Fig. 1: routed metal, one color a layer
Scale bar: 20 µm. Only two layers are drawn.
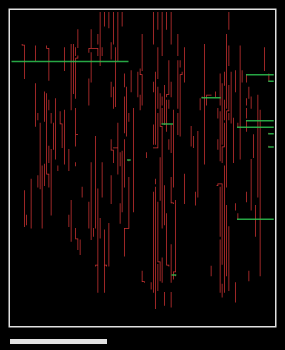
Fig. 2: placement density heat map
5 x 7 tiles, from black (low) to pale yellow (high), 0 to 100% covered.
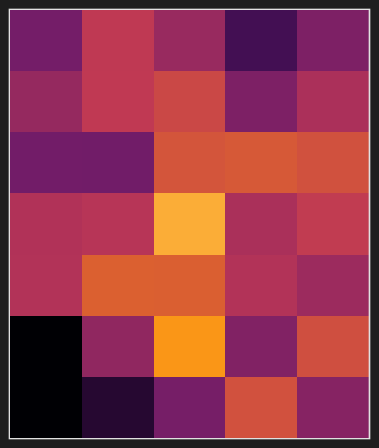
Fig. 3: sequential cells colored by netlist name
Scale bar: 20 µm. Other sequential cells in the stronger gray, the rest of the logic in the fainter gray.
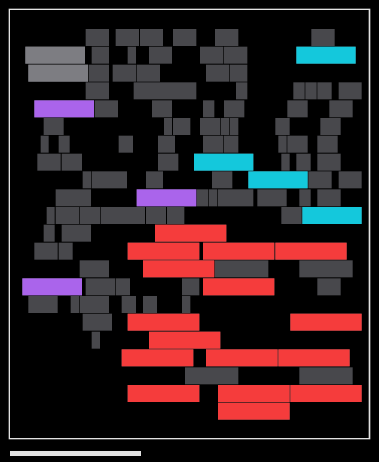
Fig. 4: track usage over the die
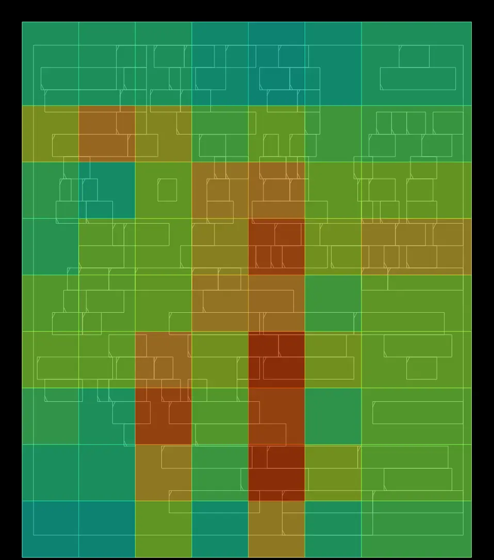
Fig. 5: placement by cell class
Scale bar: 20 µm. Fill, decap, tap and diode cells in gray.
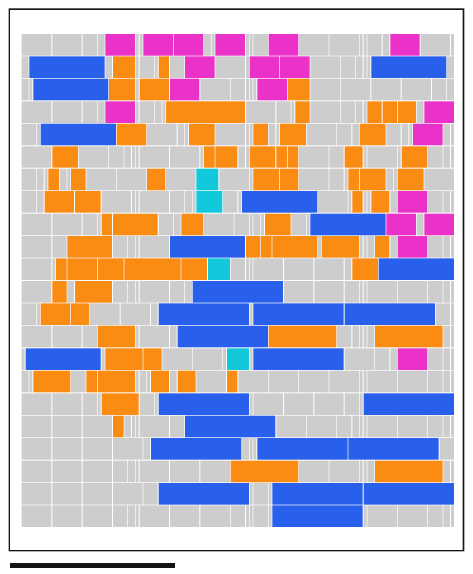
==> config.mk <==
export PLATFORM = sky130hd
export DESIGN_NAME = pc_call_stack
export DESIGN_NICKNAME = d
export VERILOG_FILES = /design/src/rtl/pc_call_stack_pkg.sv /design/src/rtl/pc_call_stack_lifo.sv /design/src/rtl/pc_call_stack.sv
export SDC_FILE = /design/constraint.sdc
export NUM_CORES = 1
export LEC_CHECK = 0
export ABC_AREA = 0
export CAP_MARGIN = 15
export CELL_PAD_IN_SITES_DETAIL_PLACEMENT = 0
export CELL_PAD_IN_SITES_GLOBAL_PLACEMENT = 1
export CORE_ASPECT_RATIO = 1.2
export CORE_UTILIZATION = 40
export DETAILED_ROUTE_END_ITERATION = 8
export GPL_ROUTABILITY_DRIVEN = 1
export PLACE_DENSITY_LB_ADDON = 0.1
export SETUP_SLACK_MARGIN = 0.02
export SLEW_MARGIN = 20
export SYNTH_ARGS = -nofsm -noshare
export SYNTH_HDL_FRONTEND = slang
export SYNTH_HIERARCHICAL = 1
export SYNTH_SLANG_ARGS = --single-unit
==> constraint.sdc <==
create_clock -name clk_i -period 4.8 [get_ports clk_i]
set_clock_uncertainty 0.1 [all_clocks]
set_input_delay 0.48 -clock clk_i [delete_from_list [all_inputs] [get_ports clk_i]]
set_output_delay 0.48 -clock clk_i [all_outputs]
set_load 0.05 [all_outputs]
==> run summary <==
impl run done, here's what came out: outcome finished clean, CP Depth 4, fraction of layout cells with a size suffix above 1 15.3%, worst setup path category flop to output pin, data required time of the critical path 4220 ps, CTS tree built, Max Used Layer met4, Comb/total area 37.5%, final setup violation count 0, M3 GR Usage 2.08%, part of the power in combinational logic 50.0%, final net count 137, Net Switching 391 µW, FF-to-FF path depth 8, Synth Seq Share 52.7%, ao+oa area frac 14.8%, WL met3 58 µm, Layout clock area frac 1.96%, CP Launch Type flop, Logic cell area 598 µm², crit path time final 3010 ps, setup bufs post-CTS 0, Slew Limit Fails 0, Top delay family on crit path buffers and inverters, worst min-delay path category input port to async pin, Syn-to-layout area delta 19.1%, most frequent cell after synthesis edfxtp_1, #FFs+latches synth 25, # diodes 0, RSZ-0062 raised after global routing no, Port Buf Inserts 19, top cells by count edfxtp_1, dfrtp_1, inv_1, CP Capture Type output pin, pwr dens 581 mW/mm², htree depth 1, Die X 54.8 µm, total clock buffers created by CTS 3, IO Pins 20, Switching Share 42.1%, Internal Pwr Total 537 µW, worst setup margin 1790 ps, Clk pwr share 11.0%, critical path's slowest cell clkdlybuf4s50_1, Leak 0.000596 µW, dpl cell area 0.00157 mm², buffering overhead 11.9%, Buffers excl. clock 19, FFs & Latches 25, Adder Share, Synth 5.60%, Top logic family AND-OR/OR-AND gates, Avg Vias per Cell 5.51, max cap viols 0, post-layout period usage 62.8%, fp_density 42.7%, Critical Path Fanout Max 9, Clk power 102 µW, DP Wirelength 1960 µm, setup tns final 0 ps, slew at the pin closest to its max-slew limit 502 ps, Max-area cell class sequential cells, initial antenna violation count 0, tap cells 36, # hold bufs at CTS 0, Non-Filler Instances 154, Final Hold Violating Endpoints 0, First DRT Iteration DRCs 9
Back to the opening pictures, Fig. 1:
M3 -> green  # wire length 58.6 µm
M2 -> red  # wire length 1320 µm
final wirelength: 2510 µm
overall global routing resource usage: 16.7%
Vias: 848

Back to the opening pictures, Fig. 2:
densest ninth of the die = center
tiles over 75% full = 5.7%
fullest tile = 82%
emptiest ninth of the die = south-west
nearly empty tiles = 5.7%
mean over tiles = 43%
core box area: 0.00314 mm²
fin util: 50.9%

Back to the opening pictures, Fig. 3:
u_lifo/sp_q -> purple  # flops 3
pc_out_o -> cyan  # flops 4
u_lifo/mem_q -> red  # flops 16
not colored = 2
register area: 706 µm²
Seq/total area: 44.2%
P_seq: 362 µW

Back to the opening pictures, Fig. 4:
Routed WL per cell: 16.3 µm
routing usage on met1: 20.2%
layer with the highest usage: met2

Back to the opening pictures, Fig. 5:
sequential cells -> blue  # cells 25
clock drivers and dummy loads -> cyan  # cells 4
remaining logic cells -> orange  # cells 70
remaining buffers and delay cells -> magenta  # cells 19
Final Instance Area: 0.00160 mm²
Placement Rows: 22

-- layout by cell type (no fill, tap or decap), types with 2 or more instances in the layout --
cell | synthesis | layout
and2_2 | 2 | 2
and3b_1 | 2 | 2
ha_1 | 6 | 6
a21oi_1 | 2 | 2
mux2i_1 | 2 | 2
a221oi_1 | 2 | 2
nor2_1 | 3 | 3
mux4_2 | 4 | 4
edfxtp_1 | 16 | 16
nand3_1 | 2 | 2
nor3_1 | 2 | 2
a31oi_1 | 2 | 2
o21ai_0 | 2 | 2
nand2_1 | 3 | 3
xnor2_1 | 3 | 3
clkbuf_4 | 0 | 3
and2_1 | 4 | 4
clkdlybuf4s50_1 | 0 | 19
dfrtp_1 | 9 | 9
inv_1 | 7 | 7
Power is estimated from default activity; no workload was simulated.
